### src/rtl/fifo_pkg.sv
// Shared async-FIFO helpers: Gray/binary conversion and geometry constants.
// Functions work on zero-extended 32-bit values, so any width up to 32 is served.
package fifo_pkg;

    localparam int FIFO_AW = 3;
    localparam int DEPTH   = 1 << FIFO_AW;

    function automatic logic [31:0] bin2gray(input logic [31:0] b);
        return b ^ (b >> 1);
    endfunction

    function automatic logic [31:0] gray2bin(input logic [31:0] g);
        logic [31:0] b;
        b[31] = g[31];
        for (int i = 30; i >= 0; i--) begin
            b[i] = b[i+1] ^ g[i];
        end
        return b;
    endfunction

endpackage

### src/rtl/fifo_rd_ctrl_if.sv
// Read-side bundle between the FIFO consumer and the read controller.
// The consumer (master) issues requests; the controller (slave) reports status.
interface fifo_rd_ctrl_if #(
    parameter int ADDR_WIDTH = 3
);
    logic                  r_inc;
    logic                  r_clr_err;
    logic                  r_ae_load;
    logic [ADDR_WIDTH:0]   r_ae_in;
    logic [ADDR_WIDTH:0]   rq2_wptr;
    logic                  r_en;
    logic [ADDR_WIDTH-1:0] r_addr;
    logic [ADDR_WIDTH:0]   r_ptr;
    logic                  r_empty;
    logic                  r_almost_empty;
    logic [ADDR_WIDTH:0]   r_level;
    logic                  r_valid;
    logic                  r_underflow;

    modport master (
        output r_inc, r_clr_err, r_ae_load, r_ae_in, rq2_wptr,
        input  r_en, r_addr, r_ptr, r_empty, r_almost_empty,
        input  r_level, r_valid, r_underflow
    );

    modport slave (
        input  r_inc, r_clr_err, r_ae_load, r_ae_in, rq2_wptr,
        output r_en, r_addr, r_ptr, r_empty, r_almost_empty,
        output r_level, r_valid, r_underflow
    );
endinterface

### src/rtl/fifo_gray2bin.sv
// Combinational Gray-to-binary converter (XOR prefix chain from the MSB).
// Shared by the read- and write-side pointer controllers.
module fifo_gray2bin #(
    parameter int W = 4
) (
    input  logic [W-1:0] gray,
    output logic [W-1:0] bin
);
    always_comb begin
        bin = gray;
        for (int i = W - 2; i >= 0; i--) begin
            bin[i] = bin[i+1] ^ gray[i];
        end
    end
endmodule

### src/rtl/fifo_rd_ctrl.sv
// Async FIFO read-domain controller: read pointer, empty/almost-empty,
// occupancy, RAM read strobe with data-valid, and sticky underflow.
module fifo_rd_ctrl #(
    parameter int ADDR_WIDTH = 3,
    parameter int AE_RESET   = 1
) (
    input logic            R_CLK,
    input logic            R_RST,
    fifo_rd_ctrl_if.slave  bus
);
    import fifo_pkg::*;

    localparam int PW = ADDR_WIDTH + 1;

    logic [PW-1:0] r_bin;
    logic [PW-1:0] r_bin_next;
    logic [PW-1:0] r_gray_next;
    logic [PW-1:0] w_bin;
    logic [PW-1:0] level_next;
    logic [PW-1:0] thresh;
    logic          accept;

    fifo_gray2bin #(
        .W    (PW)
    ) u_wptr_g2b (
        .gray (bus.rq2_wptr),
        .bin  (w_bin)
    );

    assign accept      = bus.r_inc & ~bus.r_empty;
    assign bus.r_en    = accept;
    assign bus.r_addr  = r_bin[ADDR_WIDTH-1:0];
    assign r_bin_next  = r_bin + {{ADDR_WIDTH{1'b0}}, accept};
    assign r_gray_next = PW'(bin2gray(32'(r_bin_next)));
    // Modular difference is always 0..DEPTH while the writer respects full.
    assign level_next  = w_bin - r_bin_next;

    always_ff @(posedge R_CLK or negedge R_RST) begin
        if (!R_RST) begin
            r_bin              <= '0;
            bus.r_ptr          <= '0;
            bus.r_empty        <= 1'b1;
            bus.r_level        <= '0;
            bus.r_almost_empty <= 1'b1;
            bus.r_valid        <= 1'b0;
        end else begin
            r_bin              <= r_bin_next;
            bus.r_ptr          <= r_gray_next;
            bus.r_empty        <= (r_gray_next == bus.rq2_wptr);
            bus.r_level        <= level_next;
            bus.r_almost_empty <= (level_next <= thresh);
            bus.r_valid        <= accept;
        end
    end

    always_ff @(posedge R_CLK or negedge R_RST) begin
        if (!R_RST) begin
            thresh <= PW'(AE_RESET);
        end else if (bus.r_ae_load) begin
            thresh <= bus.r_ae_in;
        end
    end

    // Set has priority so a clear cannot hide a fresh underflow.
    always_ff @(posedge R_CLK or negedge R_RST) begin
        if (!R_RST) begin
            bus.r_underflow <= 1'b0;
        end else if (bus.r_inc & bus.r_empty) begin
            bus.r_underflow <= 1'b1;
        end else if (bus.r_clr_err) begin
            bus.r_underflow <= 1'b0;
        end
    end

endmodule
### src/flat_wrapper.sv
// flat-port wrapper written by rule: the top's interface ports become plain ports
module fifo_rd_ctrl_flat import fifo_pkg::*;
#(
    parameter int ADDR_WIDTH = 3,
    parameter int AE_RESET   = 1
)
  (R_CLK, R_RST, bus_r_inc, bus_r_clr_err, bus_r_ae_load, bus_r_ae_in, bus_rq2_wptr, bus_r_en, bus_r_addr, bus_r_ptr, bus_r_empty, bus_r_almost_empty, bus_r_level, bus_r_valid, bus_r_underflow);
  fifo_rd_ctrl_if #(.ADDR_WIDTH(ADDR_WIDTH)) bus_i ();
  input logic R_CLK;
  input logic R_RST;
  input wire logic [$bits(bus_i.r_inc)-1:0] bus_r_inc;
  input wire logic [$bits(bus_i.r_clr_err)-1:0] bus_r_clr_err;
  input wire logic [$bits(bus_i.r_ae_load)-1:0] bus_r_ae_load;
  input wire logic [$bits(bus_i.r_ae_in)-1:0] bus_r_ae_in;
  input wire logic [$bits(bus_i.rq2_wptr)-1:0] bus_rq2_wptr;
  output wire logic [$bits(bus_i.r_en)-1:0] bus_r_en;
  output wire logic [$bits(bus_i.r_addr)-1:0] bus_r_addr;
  output wire logic [$bits(bus_i.r_ptr)-1:0] bus_r_ptr;
  output wire logic [$bits(bus_i.r_empty)-1:0] bus_r_empty;
  output wire logic [$bits(bus_i.r_almost_empty)-1:0] bus_r_almost_empty;
  output wire logic [$bits(bus_i.r_level)-1:0] bus_r_level;
  output wire logic [$bits(bus_i.r_valid)-1:0] bus_r_valid;
  output wire logic [$bits(bus_i.r_underflow)-1:0] bus_r_underflow;
  assign bus_i.r_inc = bus_r_inc;
  assign bus_i.r_clr_err = bus_r_clr_err;
  assign bus_i.r_ae_load = bus_r_ae_load;
  assign bus_i.r_ae_in = bus_r_ae_in;
  assign bus_i.rq2_wptr = bus_rq2_wptr;
  assign bus_r_en = bus_i.r_en;
  assign bus_r_addr = bus_i.r_addr;
  assign bus_r_ptr = bus_i.r_ptr;
  assign bus_r_empty = bus_i.r_empty;
  assign bus_r_almost_empty = bus_i.r_almost_empty;
  assign bus_r_level = bus_i.r_level;
  assign bus_r_valid = bus_i.r_valid;
  assign bus_r_underflow = bus_i.r_underflow;
  fifo_rd_ctrl #(.ADDR_WIDTH(ADDR_WIDTH), .AE_RESET(AE_RESET)) u_core (.R_CLK(R_CLK), .R_RST(R_RST), .bus(bus_i));
endmodule
### config.mk
export PLATFORM = sky130hd
export DESIGN_NAME = fifo_rd_ctrl_flat
export DESIGN_NICKNAME = d
export VERILOG_FILES = /design/src/rtl/fifo_pkg.sv /design/src/rtl/fifo_rd_ctrl_if.sv /design/src/rtl/fifo_gray2bin.sv /design/src/rtl/fifo_rd_ctrl.sv /design/src/flat_wrapper.sv
export SDC_FILE = /design/constraint.sdc
export NUM_CORES = 1
export LEC_CHECK = 0
export CAP_MARGIN = 20
export CORE_MARGIN = 4
export CORE_UTILIZATION = 48
export CTS_CLUSTER_DIAMETER = 200
export DETAILED_ROUTE_END_ITERATION = 8
export PLACE_DENSITY_LB_ADDON = 0.3
export SLEW_MARGIN = 20
export SYNTH_ARGS = -nofsm -noshare
export SYNTH_HDL_FRONTEND = slang
export SYNTH_SLANG_ARGS = --single-unit
export TNS_END_PERCENT = 10
### constraint.sdc
create_clock -name R_CLK -period 5.8 [get_ports R_CLK]
set_input_delay 1.74 -clock R_CLK [delete_from_list [all_inputs] [get_ports R_CLK]]
set_output_delay 1.74 -clock R_CLK [all_outputs]
set_load 0.02 [all_outputs]
==> images/layer_met1.png <==
Drawn at 8 px/um.
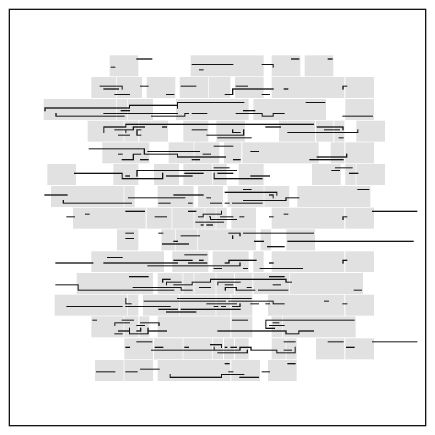
- wire length on this layer: 645 um
- longest straight run: 23.5 um

==> images/layer_met2.png <==
Drawn at 10 px/um.
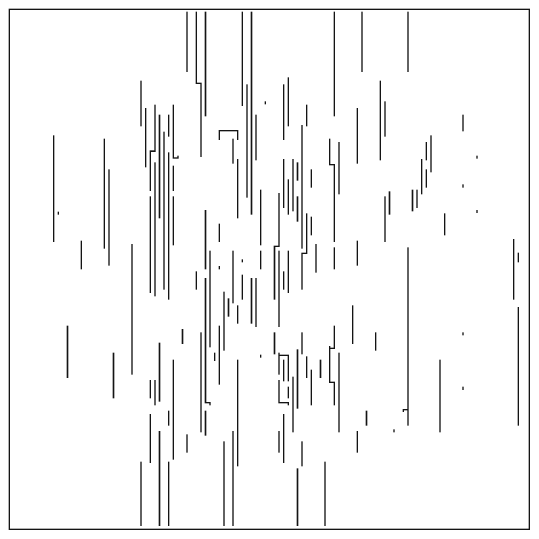
- main direction: vertical
- wire length on this layer: 694 um
via count: 611
final WL: 1.48 mm
GR Util met2: 20.9%

==> images/layer_met3.png <==
Drawn at 6 px/um.
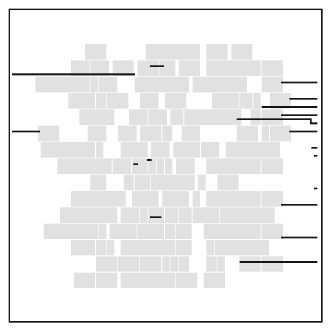
- wire length on this layer: 97.0 um
- share of all routed wire: 6.6%
met3 Use GR: 3.15%

==> results.ini <==
[run_status]
status=complete, no violations

[placement]
place_area_mm2=0.00123
place_worst_setup_slack_ns=0.999
dp_cells=130
hpwl_mm=1.22
gp_congestion=0.747

[power]
leakagePower_nw=0.580
peakVddDrop_v=0.000330

[critical_path]
cp-start-kind=input port
crit_buf_inv=2
crit_chain=clkdlybuf4s50_1 > nor2b_1 > clkdlybuf4s50_1
crit_type=input port to output pin
cp_max_fo=3
r2r_slack_ns=2.98
crit_arrival_ns=3.05
rr_worst_depth=10
cp.required_ns=4.06
cp_num_cells=3

[synthesis]
mux_share_pct=1.22
ys_warn_count=0
ys_sh_aoi_pct=7.59
synthTopLogicFamily=XOR/XNOR gates
ys_sh_simple_pct=5.42
ys_cells=77

[clock_tree]
cts_setup_buffers=0
cts_sinks=19
cts_resized=0
htreeDepth=1
holdBufCountCts=0
worstSkewPairLatency_ns=0.29
cts_tree=done
cts_buffers=3

[grt]
grt_pass1_vias=614
overflow=0
grt_pass1_wl_mm=2.66
antenna_found_initial=0
grt_usage_pct=13.7

[hold_path]
min_path_cells=2
holdPathEnd=u_core.bus.r_underflow

[job]
log.warning_count=26
drv_cap=0

[floorplanning]
boundaryPins=29
die_area_mm2=0.00269
fp.dieH_um=51.9
rows=15

[timing]
slew_headroom_pct=46.8
tns_ns=0
whs_ns=0.539
drv_slew=0
min_period_ns=4.79
max_freq_mhz=209

[routing]
drtPass1Iterations=2
dr.first_iter.drc_count=6
antenna_left=0
drc=0
avgViaCountPerCell=4.56

[layout]
final_common_cell=clkdlybuf4s50_1
final_area_mm2=0.00126
drive_gt1_share_pct=7.34

==> registers in the layout (all words and copies together) (netlist names) <==
register,count
u_core.bus.r_almost_empty,1
u_core.thresh,4
u_core.bus.r_level,4
u_core.bus.r_empty,1
u_core.bus.r_valid,1
u_core.r_bin,3
u_core.bus.r_underflow,1
u_core.bus.r_ptr,4
==> how the worst max path moves through the flow <==
stage | to | from | slack (ns)
final | bus_r_en | bus_r_inc | 1.01
after global routing | bus_r_en | bus_r_inc | 0.91
after CTS | bus_r_en | bus_r_inc | 0.99
after detailed placement | bus_r_en | bus_r_inc | 1.0
after global placement | bus_r_en | bus_r_inc | 1.02
after floorplan | u_core.bus.r_almost_empty | bus_r_inc | 1.59
==> worst register-to-register path, delay by kind of cell (launching register included) <==
family / cells / cell delay, ns
compound gates: 3 / 0.46
fa+ha+maj: 4 / 1.47
buf+inv: 1 / 0.05
flops: 1 / 0.55
simple gates: 2 / 0.19
==> report_power, final <==
| part | internal [mW] | switching (mW) |
|---|---|---|
| clock network | 0.0268 | 0.0382 |
| logic | 0.258 | 0.266 |
| registers | 0.198 | 0.0248 |
| total | 0.483 | 0.329 |
==> layer usage <==
| metal | routed length (um) | GRT usage [%] | share of wire, % |
|---|---|---|---|
| met5 | 0 | 0 | 0 |
| met4 | 40 | 7.86 | 2.7 |
| met3 | 97 | 3.15 | 6.6 |
| met2 | 694 | 20.9 | 47 |
| met1 | 644 | 17.8 | 44 |
==> cell families (layout without fill, tap and decap cells) <==
kind of cell	count (synthesis)	in the layout
multiplexers	1	1
buffers and inverters	11	43
adder cells (fa/ha/maj)	10	10
AND/OR/NAND/NOR	10	10
flip-flops	19	19
AND-OR/OR-AND	11	11
XOR/XNOR	15	15
==> cell type report <==
class | instances | area [um^2]
clock buffers | 4 | 26.3
fillers | 131 | 522
inverters | 11 | 41.3
multi-input cells | 47 | 403
flip-flops and latches | 19 | 479
well taps | 25 | 31.3
repair buffers | 28 | 280
==> synthesized netlist by cell type <==
library cell | number | area (um^2)
o21ai_0 | 5 | 25.0
nand4_1 | 1 | 6.26
inv_1 | 11 | 41.3
nand2_1 | 4 | 15.0
mux2_2 | 1 | 11.3
xor2_1 | 6 | 52.6
dfrtp_1 | 16 | 400
a21boi_0 | 1 | 7.51
dfstp_2 | 3 | 78.8
nand3_1 | 1 | 5.00
o21a_1 | 2 | 15.0
nor3_1 | 1 | 5.00
ha_1 | 9 | 113
xnor2_2 | 1 | 16.3
fa_1 | 1 | 20.0
nor2b_1 | 2 | 12.5
and3_1 | 1 | 6.26
xnor2_1 | 8 | 70.1
a21o_1 | 1 | 7.51
a21oi_1 | 1 | 5.00
o211a_1 | 1 | 10.0
